File: src/rtl/sdram_port_arbiter.sv
// Two-master to one-slave Avalon-MM arbiter in front of the SDRAM controller.
// Port 0 (display reader) has fixed priority; port 1 (render master) is promoted
// after a long run of port-0 accepts, but only at an 8-word burst boundary.
// A 1-bit tag FIFO remembers which port issued each outstanding read so that
// returning data is steered back to the right master in issue order.
module sdram_port_arbiter #(
    parameter int unsigned MAX_PENDING  = 16,
    parameter int unsigned STARVE_LIMIT = 64
) (
    input  logic                           clk,
    input  logic                           resetn,
    input  logic [31:0]                    m0_address,
    input  logic                           m0_read,
    output logic                           m0_wait_request,
    output logic [31:0]                    m0_read_data,
    output logic                           m0_read_data_valid,
    input  logic [31:0]                    m1_address,
    input  logic                           m1_read,
    input  logic                           m1_write,
    input  logic [31:0]                    m1_write_data,
    input  logic [3:0]                     m1_byte_enable,
    output logic                           m1_wait_request,
    output logic [31:0]                    m1_read_data,
    output logic                           m1_read_data_valid,
    output logic [31:0]                    s_address,
    output logic                           s_read,
    output logic                           s_write,
    output logic [31:0]                    s_write_data,
    output logic [3:0]                     s_byte_enable,
    input  logic                           s_wait_request,
    input  logic [31:0]                    s_read_data,
    input  logic                           s_read_data_valid,
    output logic [$clog2(MAX_PENDING):0]   pending,
    output logic                           err_orphan
);

    localparam int unsigned PtrW    = $clog2(MAX_PENDING);
    localparam int unsigned CntW    = PtrW + 1;
    localparam int unsigned StarveW = $clog2(STARVE_LIMIT + 1);

    typedef enum logic {StPrio0, StPrio1} state_t;

    state_t               state_q, state_d;
    logic [StarveW-1:0]   starve_q, starve_d;
    logic [MAX_PENDING-1:0] tag_mem_q;
    logic [PtrW-1:0]      wr_ptr_q, rd_ptr_q;
    logic [CntW-1:0]      count_q, count_d;
    logic                 err_orphan_q;

    logic full, empty, e0, e1;
    logic sel_valid, sel_id;
    logic accept, rd_accept, pop, orphan, head;

    assign full  = (count_q == CntW'(MAX_PENDING));
    assign empty = (count_q == '0);
    assign e0    = m0_read && !full;
    assign e1    = m1_write || (m1_read && !full);

    // Grant selection: fixed order depends on the current priority state.
    always_comb begin
        sel_valid = 1'b0;
        sel_id    = 1'b0;
        unique case (state_q)
            StPrio0: begin
                if (e0) begin
                    sel_valid = 1'b1;
                    sel_id    = 1'b0;
                end else if (e1) begin
                    sel_valid = 1'b1;
                    sel_id    = 1'b1;
                end
            end
            StPrio1: begin
                if (e1) begin
                    sel_valid = 1'b1;
                    sel_id    = 1'b1;
                end else if (e0) begin
                    sel_valid = 1'b1;
                    sel_id    = 1'b0;
                end
            end
        endcase
    end

    // Slave-side mux and master-side stalls, all zero-latency pass-through.
    always_comb begin
        s_address       = (sel_valid && sel_id) ? m1_address : m0_address;
        s_read          = sel_valid && (sel_id ? m1_read : m0_read);
        s_write         = sel_valid && sel_id && m1_write;
        s_write_data    = m1_write_data;
        s_byte_enable   = (sel_valid && sel_id) ? m1_byte_enable : 4'hF;
        m0_wait_request = (sel_valid && !sel_id) ? s_wait_request : m0_read;
        m1_wait_request = (sel_valid && sel_id) ? s_wait_request : (m1_read || m1_write);
    end

    assign accept    = sel_valid && !s_wait_request;
    assign rd_accept = accept && s_read;
    assign pop       = s_read_data_valid && !empty;
    assign orphan    = s_read_data_valid && empty;
    assign head      = tag_mem_q[rd_ptr_q];

    // Read return: data is broadcast, valid goes only to the tagged owner.
    always_comb begin
        m0_read_data       = s_read_data;
        m1_read_data       = s_read_data;
        m0_read_data_valid = pop && !head;
        m1_read_data_valid = pop && head;
    end

    // Priority FSM and starvation counter next-state.
    always_comb begin
        state_d  = state_q;
        starve_d = starve_q;
        // Counter saturates at STARVE_LIMIT; only the >= LIMIT-1 test matters.
        if ((accept && sel_id) || !e1) begin
            starve_d = '0;
        end else if (accept && !sel_id && starve_q != StarveW'(STARVE_LIMIT)) begin
            starve_d = starve_q + 1'b1;
        end
        unique case (state_q)
            StPrio0: begin
                // Promote only on the last word of a display burst.
                if (accept && !sel_id && starve_q >= StarveW'(STARVE_LIMIT - 1) &&
                    m0_address[4:0] == 5'h1C) begin
                    state_d = StPrio1;
                end
            end
            StPrio1: begin
                if ((accept && sel_id) || !e1) begin
                    state_d = StPrio0;
                end
            end
        endcase
    end

    // Outstanding-read count; push and pop together cancel.
    always_comb begin
        count_d = count_q;
        unique case ({rd_accept, pop})
            2'b10:   count_d = count_q + 1'b1;
            2'b01:   count_d = count_q - 1'b1;
            default: count_d = count_q;
        endcase
    end

    // State registers, tag FIFO storage/pointers and sticky orphan flag.
    always_ff @(posedge clk or negedge resetn) begin
        if (!resetn) begin
            state_q      <= StPrio0;
            starve_q     <= '0;
            tag_mem_q    <= '0;
            wr_ptr_q     <= '0;
            rd_ptr_q     <= '0;
            count_q      <= '0;
            err_orphan_q <= 1'b0;
        end else begin
            state_q  <= state_d;
            starve_q <= starve_d;
            count_q  <= count_d;
            if (rd_accept) begin
                tag_mem_q[wr_ptr_q] <= sel_id;
                wr_ptr_q            <= wr_ptr_q + 1'b1;
            end
            if (pop) begin
                rd_ptr_q <= rd_ptr_q + 1'b1;
            end
            if (orphan) begin
                err_orphan_q <= 1'b1;
            end
        end
    end

    assign pending    = count_q;
    assign err_orphan = err_orphan_q;

endmodule

File: config.mk
export PLATFORM = sky130hd
export DESIGN_NAME = sdram_port_arbiter
export DESIGN_NICKNAME = d
export VERILOG_FILES = /design/src/rtl/sdram_port_arbiter.sv
export SDC_FILE = /design/constraint.sdc
export NUM_CORES = 1
export LEC_CHECK = 0
export CAP_MARGIN = 10
export CELL_PAD_IN_SITES_DETAIL_PLACEMENT = 2
export CELL_PAD_IN_SITES_GLOBAL_PLACEMENT = 2
export CORE_AREA = 2 2 110 112
export DETAILED_ROUTE_END_ITERATION = 16
export DIE_AREA = 0 0 112 114
export DONT_BUFFER_PORTS = 1
export PLACE_DENSITY_LB_ADDON = 0.15
export SLEW_MARGIN = 20
export SYNTH_ARGS = -nofsm -noshare
export SYNTH_HDL_FRONTEND = slang
export SYNTH_SLANG_ARGS = --single-unit
File: constraint.sdc
create_clock -name clk -period 4.35 [get_ports clk]
set_input_delay 0.87 -clock clk [delete_from_list [all_inputs] [get_ports clk]]
set_output_delay 0.87 -clock clk [all_outputs]
set_load 0.02 [all_outputs]
==> images/metal_stack.png <==
Only two layers are drawn.
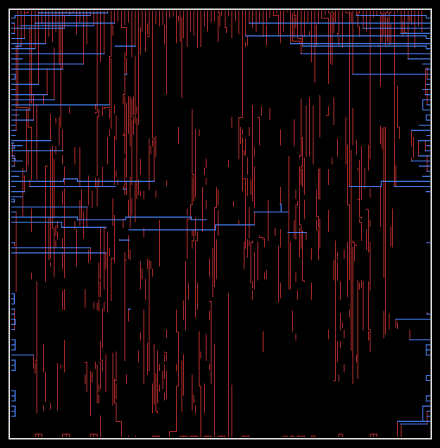
blue -> met3  # wire length 1,010 µm
red -> met2  # wire length 4,270 µm
wire per inst: 24.2 µm
global router's overall resource usage: 0.141
DRT Wirelength: 9.59 mm
via count: 2,037

==> images/density.png <==
Scale bar: 20 µm. The die is cut into 11 by 11 equal tiles; dark purple is low, yellow is high, 0 to 100% covered.
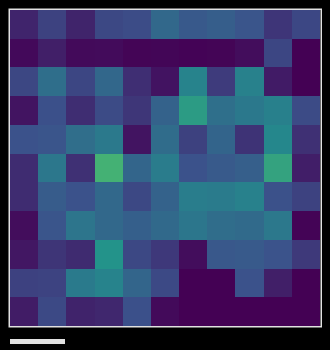
nearly empty tiles = 12%
fullest tile = 64%
mean over tiles = 22%
fin util: 0.256
core footprint: 0.0117 mm²
fp_density: 0.293

==> qor.yml <==
status: "completed"
worstSetupPathType: "register to register"
yosysWarnings: 0
die_area_mm2: 0.0128
peakVddDrop_v: 0.000186
fa_ha_area_frac: 0.0365
top_area_cell: "dfrtp_1"
start_kind: "register"
xor_share: 0.0332
worst_pin_slew_ns: 0.919
worst_path_largest_cell_delay_ns: 0.63
powerDensity_mw_per_mm2: 615
die_w_um: 112
required_ns: 4.50
topCellsByArea: "dfrtp_1 (28%), buf_4 (21%), mux2_2 (11%)"
grt_pass1_wl_mm: 13.8
syn_avg_cell_area_um2: 9.82
cp-end-kind: "register"
globalRoute.totalOverflow: 0
ant_nets: 0
min_path_type: "input pin to asynchronous set/reset pin"
grt_pass1_vias: 2153
dp_hpwl_mm: 7.53
ys_sh_aoi: 0.0720
fp_nets: 498
edf_count: 0
==> images/wire_density.png <==
The die is cut into 22 by 23 equal tiles; dark purple is low, yellow is high, scaled to the fullest tile. Values are wire area over tile area, all layers added.
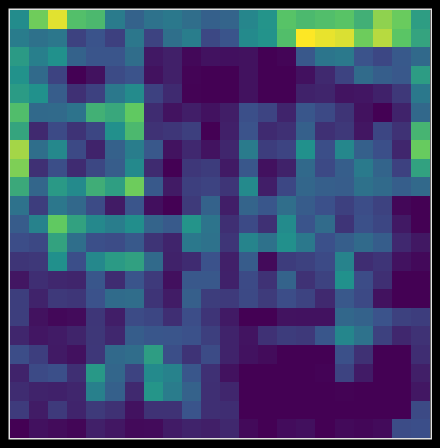
nearly empty tiles = 12%
emptiest ninth of the die = bottom right
mean over tiles = 0.13

[power by group]
| part | internal, mW | switching, mW |
|---|---|---|
| registers | 0.489 | 0.223 |
| logic | 0.352 | 0.342 |
| clock network | 0.283 | 0.153 |
| total | 1.13 | 0.718 |
[layer usage]
layer / routed length [µm] / vias up / share of wire / global-route usage
met1: 4070 / 1008 / 0.42 / 0.184
met2: 4270 / 87 / 0.45 / 0.200
li1: - / 909 / - / -
met5: 0 / - / 0 / 0
met3: 1010 / 33 / 0.10 / 0.0733
met4: 243 / 0 / 0.025 / 0.0447
[registers in the layout, summed over array words and instances, names as in the netlist]
register    cells
err_orphan      1
rd_ptr_q        4
pending         5
tag_mem_q      16
wr_ptr_q        4
state_q         1
starve_q        7
[cell usage after synthesis (all sizes together) (2+ instances only)]
cell type / count
nor2: 10
or4: 3
mux2i: 3
a21boi: 2
inv: 14
o21ai: 10
and2: 2
mux2: 50
buf: 107
nand2: 13
mux4: 4
a21oi: 11
or3: 4
nor4: 5
clkbuf: 3
nand3: 6
nand2b: 6
xnor2: 6
nand4: 3
xor2: 7
o31ai: 2
dfrtp: 38
ha: 10
nor3: 14
[per-stage QoR]
stage | setup WS [ns] | cells | instance area, µm² | hold WS [ns]
6_report | 0.835 | 396 | 3000 | 0.277
5_1_grt | 0.459 | 396 | 3000 | 0.261
2_1_floorplan | 1.29 | 349 | 3430 | 0.476
3_3_place_gp | 0.725 | 388 | 2830 | 0.496
3_5_place_dp | 0.752 | 388 | 2830 | 0.498
4_1_cts | 0.723 | 395 | 3000 | 0.266
[placed cells by master (no fill, tap or decap), types with 2 or more instances in the layout]
cell type and count:
a21boi_0 2, a21oi_1 10, and2_1 2, clkbuf_16 5, dfrtp_1 38, ha_1 10, inv_1 14, mux2_2 33
mux2_4 17, mux2i_1 3, mux4_2 4, nand2_1 13, nand2b_1 6, nand3_1 6, nand4_1 3, nor2_1 9
nor3_1 14, nor4_1 5, o21ai_0 9, o31ai_1 2, or3_1 4, or4_1 2, xnor2_1 6, xor2_1 7
[area by class of cell]
type	count	area (µm²)	area share
multi-input cells	187	1610	0.538
clock buffers	6	139	0.0463
diodes	1	2.50	0.000835
repair buffers	2	27.5	0.00918
well taps	147	184	0.0614
clock inverters	1	30.0	0.0100
flip-flops and latches	38	951	0.317
inverters	14	52.6	0.0175
[final timing paths]
path / to / depth (start not counted)
max in group asynchronous: starve_q[0] / 0
min in group clk: tag_mem_q[0] / 1
worst min-delay path: rd_ptr_q[3] / 0
worst min register to register: tag_mem_q[0] / 1
worst max-delay path: pending[2] / 10
worst max register to register: pending[2] / 10
[logic make-up (layout without fill, tap and decap cells)]
| logic type | Yosys count | count (layout) |
|---|---|---|
| compound gates | 37 | 37 |
| simple gates | 70 | 70 |
| xor+xnor | 13 | 13 |
| mux | 57 | 57 |
| other cells | 0 | 1 |
| flops | 38 | 38 |
| buf+inv | 124 | 23 |
| fa+ha+maj | 10 | 10 |
[critical path: cells and delay by family (launching register included)]
family	cells	cell delay, ns
fa+ha+maj	2	0.65
simple gates	2	0.69
buf+inv	1	0.26
xor+xnor	3	0.52
compound gates	2	0.69
flops	1	0.55
